**Run 1: congestion heat map**

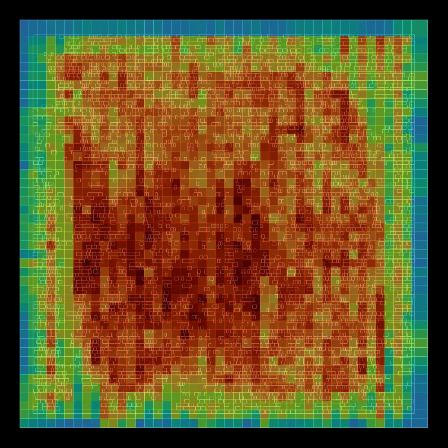
**Run 1: wiring by layer**

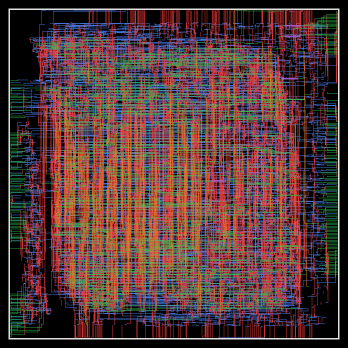
**Run 1: selected gate families**

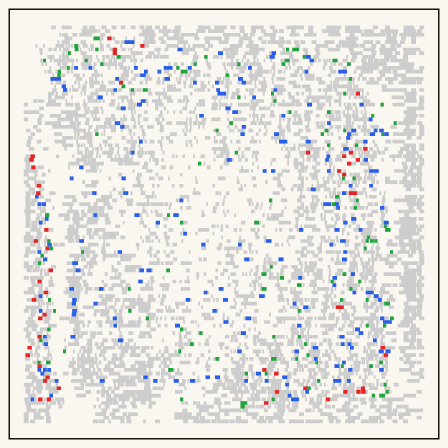
==> config.mk <==
export PLATFORM = sky130hd
export DESIGN_NAME = ex_stage_unit
export DESIGN_NICKNAME = d
export VERILOG_FILES = /design/src/rtl/ex_pkg.sv /design/src/rtl/ex_alu.sv /design/src/rtl/ex_pipereg.sv /design/src/rtl/ex_stage_unit.sv
export SDC_FILE = /design/constraint.sdc
export NUM_CORES = 1
export LEC_CHECK = 0
export CAP_MARGIN = 40
export CORE_MARGIN = 10
export CORE_UTILIZATION = 30
export DETAILED_ROUTE_END_ITERATION = 8
export GPL_TIMING_DRIVEN = 0
export PLACE_DENSITY = 0.53
export SLEW_MARGIN = 10
export SYNTH_ARGS = -nofsm -noshare
export SYNTH_HDL_FRONTEND = slang
export SYNTH_SLANG_ARGS = --single-unit
export TNS_END_PERCENT = 100
==> constraint.sdc <==
create_clock -name clk -period 7.67 [get_ports clk]
set_input_delay 1.1505 -clock clk [delete_from_list [all_inputs] [get_ports clk]]
set_output_delay 1.1505 -clock clk [all_outputs]
set_load 0.02 [all_outputs]
==> src/rtl/ex_pkg.sv <==
// Shared definitions for the execute stage: ALU operation encodings and
// default datapath, address and register-index widths.
package ex_pkg;

  localparam int unsigned N_DEF = 64;
  localparam int unsigned W_DEF = 32;
  localparam int unsigned R_DEF = 5;

  typedef enum logic [3:0] {
    ALU_AND  = 4'b0000,
    ALU_OR   = 4'b0001,
    ALU_ADD  = 4'b0010,
    ALU_XOR  = 4'b0011,
    ALU_NOR  = 4'b0100,
    ALU_RSV5 = 4'b0101,
    ALU_SUB  = 4'b0110,
    ALU_SLT  = 4'b0111,
    ALU_SLTU = 4'b1000,
    ALU_SLL  = 4'b1001,
    ALU_SRL  = 4'b1010,
    ALU_SRA  = 4'b1011,
    ALU_ADDW = 4'b1100,
    ALU_SUBW = 4'b1101
  } alu_op_e;

endpackage

==> src/rtl/ex_alu.sv <==
// Combinational N-bit ALU with zero flag; overflow wraps silently and
// unlisted encodings produce 0.
module ex_alu
  import ex_pkg::*;
#(
  parameter int unsigned N = N_DEF
) (
  input  logic [N-1:0] srca,
  input  logic [N-1:0] srcb,
  input  logic [3:0]   alucontrol,
  output logic [N-1:0] result,
  output logic         zero
);

  localparam int unsigned SH = $clog2(N);

  logic [SH-1:0] shamt_s;
  logic [N-1:0]  sum_s;
  logic [N-1:0]  diff_s;

  assign shamt_s = srcb[SH-1:0];
  assign sum_s   = srca + srcb;
  assign diff_s  = srca - srcb;

  // Operation select; word ops sign-extend bit 31 of the full-width result.
  always_comb begin
    result = '0;
    case (alu_op_e'(alucontrol))
      ALU_AND:  result = srca & srcb;
      ALU_OR:   result = srca | srcb;
      ALU_ADD:  result = sum_s;
      ALU_XOR:  result = srca ^ srcb;
      ALU_NOR:  result = ~(srca | srcb);
      ALU_SUB:  result = diff_s;
      ALU_SLT:  result = {{(N-1){1'b0}}, ($signed(srca) < $signed(srcb))};
      ALU_SLTU: result = {{(N-1){1'b0}}, (srca < srcb)};
      ALU_SLL:  result = srca << shamt_s;
      ALU_SRL:  result = srca >> shamt_s;
      ALU_SRA:  result = $unsigned($signed(srca) >>> shamt_s);
      ALU_ADDW: result = {{(N-32){sum_s[31]}}, sum_s[31:0]};
      ALU_SUBW: result = {{(N-32){diff_s[31]}}, diff_s[31:0]};
      default:  result = '0;
    endcase
  end

  assign zero = (result == '0);

endmodule

==> src/rtl/ex_pipereg.sv <==
// Generic WIDTH-bit pipeline flop with asynchronous active-low clear;
// loads on every rising clock edge.
module ex_pipereg #(
  parameter int unsigned WIDTH = 8
) (
  input  logic             clk,
  input  logic             rst_n,
  input  logic [WIDTH-1:0] data_d,
  output logic [WIDTH-1:0] data_q
);

  // Unconditional capture; clear discards any in-flight value.
  always_ff @(posedge clk or negedge rst_n) begin
    if (!rst_n) begin
      data_q <= '0;
    end else begin
      data_q <= data_d;
    end
  end

endmodule

==> src/rtl/ex_stage_unit.sv <==
// Execute stage: ALU, address adder and the E->M pipeline register holding
// ALU result, store data and destination register index.
module ex_stage_unit
  import ex_pkg::*;
#(
  parameter int unsigned N = N_DEF,
  parameter int unsigned W = W_DEF,
  parameter int unsigned R = R_DEF
) (
  input  logic         clk,
  input  logic         reset,
  input  logic [N-1:0] srca,
  input  logic [N-1:0] srcb,
  input  logic [3:0]   alucontrol,
  input  logic [N-1:0] writedata_e,
  input  logic [R-1:0] writereg_e,
  input  logic [W-1:0] adda,
  input  logic [W-1:0] addb,
  output logic [W-1:0] sum,
  output logic [N-1:0] aluout_e,
  output logic         zero,
  output logic [N-1:0] aluout_m,
  output logic [N-1:0] writedata_m,
  output logic [R-1:0] writereg_m
);

  localparam int unsigned PW = 2 * N + R;

  logic [PW-1:0] pipe_d;
  logic [PW-1:0] pipe_q;

  assign sum = adda + addb;

  ex_alu #(.N(N)) u_alu (
    .srca       (srca),
    .srcb       (srcb),
    .alucontrol (alucontrol),
    .result     (aluout_e),
    .zero       (zero)
  );

  // Pack the E->M payload.
  always_comb begin
    pipe_d = {aluout_e, writedata_e, writereg_e};
  end

  ex_pipereg #(.WIDTH(PW)) u_pipe (
    .clk    (clk),
    .rst_n  (reset),
    .data_d (pipe_d),
    .data_q (pipe_q)
  );

  assign aluout_m    = pipe_q[PW-1 -: N];
  assign writedata_m = pipe_q[R +: N];
  assign writereg_m  = pipe_q[R-1:0];

endmodule

==> run_results.csv, run 1 <==
group,metric,value,unit
run_status,outcome,"finished with violations",
run_status,failed_checks,"setup timing",
pwr,powerDensity,135.5,nW/µm²
final_layout,final-clk-cell-share,0.01569,
timing,tightest_slew,1206,ps
pwr,p_leak,14.78,nW
timing,hold_viol,0,
job,maxCapViolations,0,
yosys,synth_area_per_cell,7.467,µm²
floorplan,tapCellCount,1155,
critical_path,crit_required,6520,ps
yosys,synthCells,3523,
yosys,area_leaders,"dfrtp_1 (13%), ha_1 (11%), mux4_2 (7.2%)",
routing,route.detailed.drc,0,
timing,finalSetupTns,-971.1,ps
routing,first_pass_iters,8,
yosys,yosys_warnings,0,
timing,slew_headroom,0.1961,
floorplan,fp.dieH,316.1,µm
pwr,p_sw,2.483,mW
yosys,synth_chip_area,26310,µm²
routing,drtAntennaViolNets,0,
yosys,syn_area,26310,µm²
final_layout,comb_area,22140,µm²
floorplan,core-area,86890,µm²
clock_tree,clk_pin_slew_worst_paths,70,ps
routing,num_vias,35480,
routing,finalWirelength,202.1,mm
final_layout,logic_gates,2923,
clock_tree,postCtsHoldBufs,0,
job,log.warning_count,161,
timing,setup_violations,3,
timing,max_freq,0.1161,GHz
critical_path,cp.arrival,7460,ps
timing,post-route-min-period,8610,ps
global_route,antenna_found_initial,13,
timing,finalWorstSetupSlack,-940.5,ps
floorplan,boundaryPins,497,
floorplan,initial_core_util,0.3027,
final_layout,signal_buffers,904,
final_layout,comb_area_frac,0.6129,
pwr,vdd_drop_max,0.1829,mV
final_layout,largest_class,"multi-input combinational cells",
Notes on 'congestion heat map' above:
met3 Resource Use GR: 0.1036
GRT Total Usage: 0.3862
end-of-flow core utilization: 0.4158

Notes on 'wiring by layer' above:
met1: marked blue, wire length 79.6 mm. met2: marked red, wire length 83.7 mm. met5: marked purple, wire length 53.4 µm. met3: marked green, wire length 25.7 mm. met4: marked orange, wire length 13100 µm.

Notes on 'selected gate families' above:
AND and OR gates: marked green, cells 130, most used and3_1, where spread over the die. XOR/XNOR gates: marked red, cells 51, most used xnor2_1, where spread over the die. AND-OR and OR-AND gates: marked blue, cells 208, most used a21o_1, where spread over the die.

run 1: per-layer routing:
layer,vias to the layer above,wire [µm],global-route usage
met1,17270,79610,0.5060
met4,8,13070,0.2073
met3,598,25660,0.1036
met5,-,53,0
met2,2926,83750,0.5716
li1,14670,-,-
run 1: layout by cell type (no fill, tap or decap), types with 41 or more instances in the layout:
| master | netlist | routed |
|---|---|---|
| a21oi_1 | 279 | 264 |
| mux2_2 | 57 | 57 |
| o21ai_0 | 210 | 192 |
| buf_4 | 8 | 121 |
| nand3_1 | 71 | 71 |
| a221oi_1 | 48 | 43 |
| a211oi_1 | 58 | 51 |
| dfrtp_1 | 133 | 133 |
| o211ai_1 | 55 | 55 |
| a21o_1 | 49 | 49 |
| nor3_1 | 71 | 67 |
| clkbuf_1 | 163 | 112 |
| mux2i_1 | 129 | 119 |
| clkdlybuf4s50_1 | 0 | 417 |
| mux4_2 | 84 | 84 |
| inv_1 | 208 | 204 |
| o22ai_1 | 71 | 69 |
| ha_1 | 228 | 222 |
| nor2_1 | 317 | 310 |
| buf_2 | 38 | 46 |
| xnor2_1 | 43 | 41 |
| nand2_1 | 359 | 351 |
run 1: metrics by stage:
stage / std cells / util / worst slack, ps / hold slack [ps] / instance area [µm²]
after floorplan: 3523 / - / 1.804 / 854.9 / 26320
after global placement: 5173 / 0.3766 / -5175 / 1595 / 32720
after detailed placement: 5263 / 0.3870 / -4726 / 1161 / 33620
after CTS: 5349 / 0.4121 / -654.4 / 605.4 / 35800
after global routing: 5357 / 0.4157 / -854.3 / 658.6 / 36120
final: 5360 / 0.4158 / -940.5 / 639.5 / 36120
run 1: critical path: stages:
cell and delay (ps):
clkdlybuf4s15_1 610, mux4_2 660, inv_1 190, o21ai_0 320, o21ai_0 810, o211ai_1 480, a21o_1 330, nor4_4 400
nand4_1 430, nor4_4 420, nand4_1 320, or4b_4 640, nor4_4 200, nand4_1 200, nor2_4 150, buf_6 120
run 1: cell families after synthesis:
logic type,synth area share
compound gates,0.3201
xor+xnor,0.01698
fa+ha+maj,0.1107
buf+inv,0.07187
flops,0.1265
mux,0.1454
simple gates,0.2084
run 1: cell usage after synthesis, types with 38 or more instances:
library cell	n
nand2_1	359
mux4_2	84
a221oi_1	48
mux2_2	57
xnor2_1	43
clkbuf_1	163
inv_1	208
nand4_1	40
buf_2	38
ha_1	228
o22ai_1	71
nor3_1	71
nand3_1	71
dfrtp_1	133
a21oi_1	279
mux2i_1	129
o211ai_1	55
o21ai_0	210
buf_1	39
a21o_1	49
nor4_1	51
a211oi_1	58
o21bai_1	38
nor2_1	317
run 1: power groups by stage:
stage	registers, mW	logic (mW)	clock network, mW
after floorplan	0.916	1.41	0
after global placement	0.811	2.95	0
after detailed placement	0.811	2.98	0
after CTS	0.798	3.12	0.867
after global routing	0.803	3.36	0.887
final	0.797	3.27	0.827
run 1: timing repair:
item                       4_1_cts  5_1_grt
setup buffers                   56       10
pin swaps                       40       20
resized                        458       83
setup endpoints to repair       77       17
**Run 1: M2 wires**

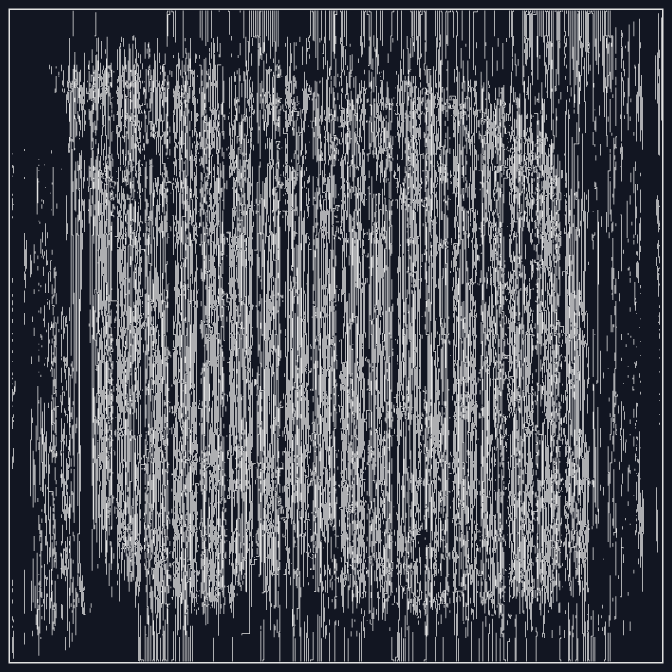

--- run 2 (diff from run 1) ---
CORE_MARGIN = 2   (was 10)
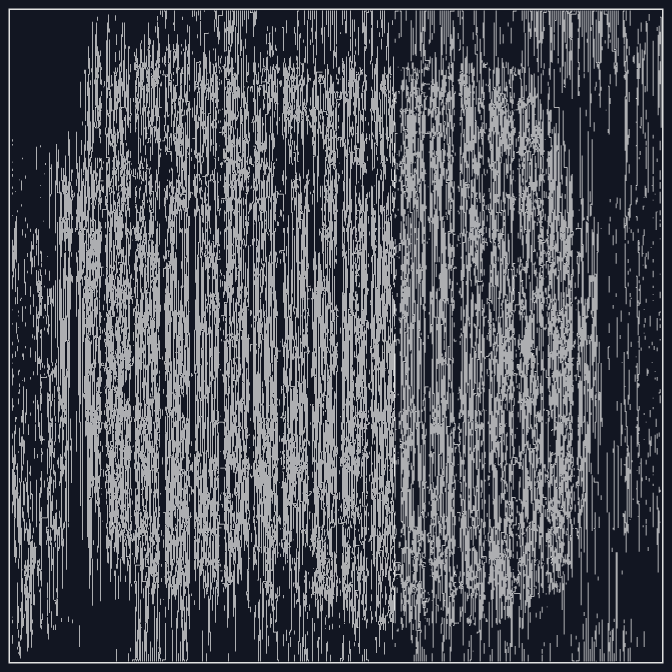
**Above:** run 2 (M2 wires).
3898 nets have wire on it. The layer holds 41% of the routed length. The longest straight run is 116 µm. The layer carries 78.3 mm of wire.

==> run 2 against run 1 <==
  * Hold slack worse by 5.7 ps
  * Die area down 9.9%
  * Clock-buffer cell count unchanged
  * Clock power down 4.4%
  * The flow still finishes with violations (setup timing)
==> run_results.csv, run 2 <==
group,metric,value,unit
run_status,outcome,"finished with violations",
run_status,failed_checks,"setup timing",
timing,tightest_slew,1110,ps
critical_path,cp.arrival,7350,ps
yosys,synthTopCellsByCount,"nand2_1 (359), nor2_1 (317), a21oi_1 (279)",
floorplan,fp.dieH,300.1,µm
yosys,yosys_warnings,0,
clock_tree,postCtsHoldBufs,0,
critical_path,worst_path_max_delay_cell,"clkdlybuf4s50_1",
timing,setup_violations,3,
final_layout,layout.cells.most_common,"clkdlybuf4s50_1",
timing,post-route-min-period,8504,ps
critical_path,slowest_delay,640,ps
floorplan,core-area,86890,µm²
job,log.warning_count,161,
yosys,syn_area,26310,µm²
critical_path,crit_family,"simple AND/OR/NAND/NOR gates",
routing,first_pass_iters,9,
pwr,powerDensity,134.1,nW/µm²
routing,num_vias,35260,
yosys,synthXorXnorAreaFrac,0.01698,
yosys,logic_family,"AND-OR/OR-AND gates",
timing,finalWorstSetupSlack,-834.4,ps
timing,slew_headroom,0.2390,
clock_tree,clk_pin_slew_worst_paths,60,ps
yosys,synth_area_per_cell,7.467,µm²
critical_path,critPathBufInv,7,
[run 2: logic make-up (layout without fill, tap and decap cells)]
kind of cell,Yosys count,in the layout
adder cells (fa/ha/maj),231,231
AND-OR/OR-AND,1224,1224
other,0,3
buffers and inverters,467,1116
AND/OR/NAND/NOR,1147,1147
XOR/XNOR,51,51
multiplexers,270,270
flip-flops,133,133
[run 2: per-stage QoR]
step | cells | hold WS [ps] | util | power (mW) | setup TNS [ps]
4_1_cts | 5318 | 597.9 | 0.4069 | 4.662 | -631.2
6_report | 5330 | 633.8 | 0.4110 | 4.788 | -871.6
3_3_place_gp | 5173 | 1594 | 0.3766 | 3.699 | -148350
3_5_place_dp | 5247 | 1154 | 0.3848 | 3.725 | -90290
5_1_grt | 5328 | 655.8 | 0.4109 | 4.938 | -794.3
2_1_floorplan | 3523 | 854.9 | - | 2.324 | 0
[run 2: worst max path at each step]
stage	startpoint	endpoint	slack, ps	cells after the start
floorplan	srcb[2]	zero	2	23
global placement	srcb[1]	zero	-4590	23
detailed placement	srcb[3]	zero	-4100	26
CTS	srcb[3]	zero	-630	27
global route	srcb[0]	zero	-740	21
finish	alucontrol[2]	zero	-830	20
[run 2: metal layers]
layer	track usage	wire length [µm]	up-vias
li1	-	-	14620
met1	0.5369	75810	17060
met2	0.5968	78270	2955
met3	0.1137	23470	617
met4	0.2282	13280	6
met5	0	42	-
[run 2: layout make-up]
cell class	instances	area [µm²]	share of cell area
Multi-Input combinational cell	2923	22070	0.6180
Timing Repair Buffer	623	5971	0.1672
Sequential cell	133	3328	0.09320
Buffer	251	1526	0.04275
Tap cell	1155	1445	0.04047
Inverter	211	819.5	0.02295
Clock buffer	17	425.4	0.01191
Clock inverter	14	116.4	0.003259
Antenna cell	3	7.507	0.0002102
[run 2: power breakdown]
group	internal (mW)	switching, mW	leakage, nW
clock network	0.419	0.372	0.273
logic	1.16	2.04	12.7
registers	0.778	0.0188	1.60
[run 2: timing repair]
action / CTS / global route
setup endpoints to repair: 67 / 17
buffers inserted: 42 / 10
gates resized: 408 / 105
pin swaps: 28 / 16
Power and IR drop assume default switching activity.
